**The metal 1 layer**

Bar = 20 um.
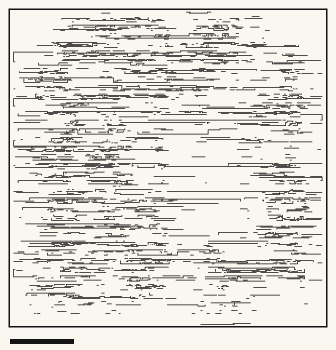
**Metal 3**

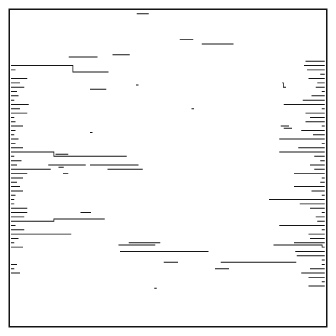
**Met2 routing**

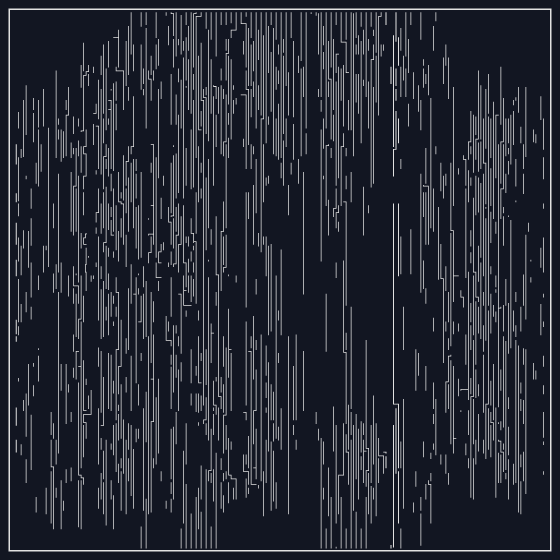
Design ahb_sram_bridge, sky130hd; sources not shown.
==> impl_metrics.ini <==
; implementation run metrics
[pwr]
swShare = 0.4017
p_clk_w = 0.000366
pwr_density_cell_nw_per_um2 = 269.6
p_seq_w = 0.000686
p_leak_nw = 2.709
total_power_w = 0.001740
p_comb_w = 0.000687
maxPowerGroup = combinational logic
p_comb_frac = 0.395
p_clk_frac = 0.211

[logic_synthesis]
yosys.stat.seqShare = 0.4134
post-synth-top-area-fraction = 0.4134
compound_area_frac = 0.1291
yosysCellCount = 411
synthCells = 411
async_flop_share = 1.000
avgSynthCellArea_um2 = 10.16
synth_cell_type_count = 38
synth.most_common_cell = mux2_2
ys_chip_area_um2 = 4177
ys_ff = 69
synthXorXnorAreaFrac = 0.01887
syn_area_um2 = 4177
topCellsByArea = dfrtp_1 (41%), mux2_2 (22%), a21oi_1 (6.2%), nand4_1 (5.5%), o21ai_0 (4.1%)
yosysWarnings = 0
edf_count = 0
common_cells = mux2_2 (81), dfrtp_1 (69), a21oi_1 (52), nand4_1 (37), o21ai_0 (34)
synthFlopType = dfrtp_1
floorplan.nets = 500
synthMuxAreaShare = 0.2666

[clock_network]
h-tree-depth = 3
root_buffer = clkbuf_8
cts_inserted_buffers = 9
cts_resized = 0
cts_tree = done
clk_latency_ns = 0.34
cts_buffer_depth = 2
ctsHoldBuffers = 0
clkTransAtPathRegs_ns = 0.07

[worst_hold_path]
hold_depth = 1

[setup_path]
critPathLaunchType = flip-flop
cp_top_family = simple AND/OR/NAND/NOR gates
cp.required_ns = 4.32
cp.depth = 5
worstSetupEndpointType = primary output
path_cells = nand2_1, and2_1, nand2_2, mux2_1, buf_12
cp.arrival_ns = 3.31
path_max_fanout = 32
cp_slowest_cell = and2_1

[finish]
fin_util = 0.7016
largest_reg_flops = 32
nClkBuffers = 10
dominant_cells = combinational gates
n_all_inverters = 6
sh_comb_area = 0.3444
final-nonclk-buf-share = 0.3374
fin_cells = 679
final_cell_mix = clkdlybuf4s50_1 (86), mux2_2 (81), dfrtp_1 (69), a21oi_1 (52), buf_12 (50)
multi_input_comb_cells = 301
clockNetworkAreaShare = 0.02560
final-comb-area_um2 = 2222
sh_seq_area = 0.2676
nets = 653
diodes = 0
area_delta_synth_final_pct = 54.49
fillers = 649
flop-count = 69

[sta]
finalSetupViolCount = 0
slew_headroom = 0.3015
timing.final.crit_share = 0.8131
skew_ns = 0.01035
hold_viol = 0
rsz0062_at_grt = no
fin_ws_ns = 1.009
finalCriticalPeriod_ns = 4.391
fin_setup_tns_ns = 0
slew_violations = 0
fmax_mhz = 227.7
worstMarginPinSlew_ns = 1.048

[die]
fp_util = 0.4541
tap_cells = 111
rows = 35
coreArea_um2 = 9196
dieArea_um2 = 9885
pin_count = 173

[placed_design]
dp.cells = 663
port_buffers = 169
place.gp.congestion = 0.8312
hpwl_um = 8823
place_ws_ns = 1.244
placed_cell_area_um2 = 6272

[routing]
drtAntennaViolNets = 0
dr_wl_met3_um = 675
top_layer = met4
drt_pass1_iterations = 4
met2_length_um = 6454
drc = 0
via_per_inst = 5.728
wire_per_inst_um = 18.15
drt-met1-wl_um = 5066

[run]
warnings = 27
max_cap_violations = 0

[run_status]
status = finished clean

[grt]
grt_first_pass_wirelength_um = 19770
top_usage_layer = met2
antenna_found_initial = 0
grt.overflow.total = 0
Back to the opening pictures, 'the metal 1 layer':
- wire length on this layer: 5070 um
- share of all routed wire: 41%
- main direction: horizontal
- nets with wire on the layer: 542
- longest straight run: 41.9 um
GR Util met1: 0.3113
total vias in the final route: 3889
final WL: 12320 um

Back to the opening pictures, 'metal 3':
- longest straight run: 27.6 um
- share of all routed wire: 5.5%
met3 global-route usage: 0.05692

Back to the opening pictures, 'met2 routing':
- wire length on this layer: 6450 um
- longest straight run: 56.1 um
- share of all routed wire: 52%
met2 Use GR: 0.4546

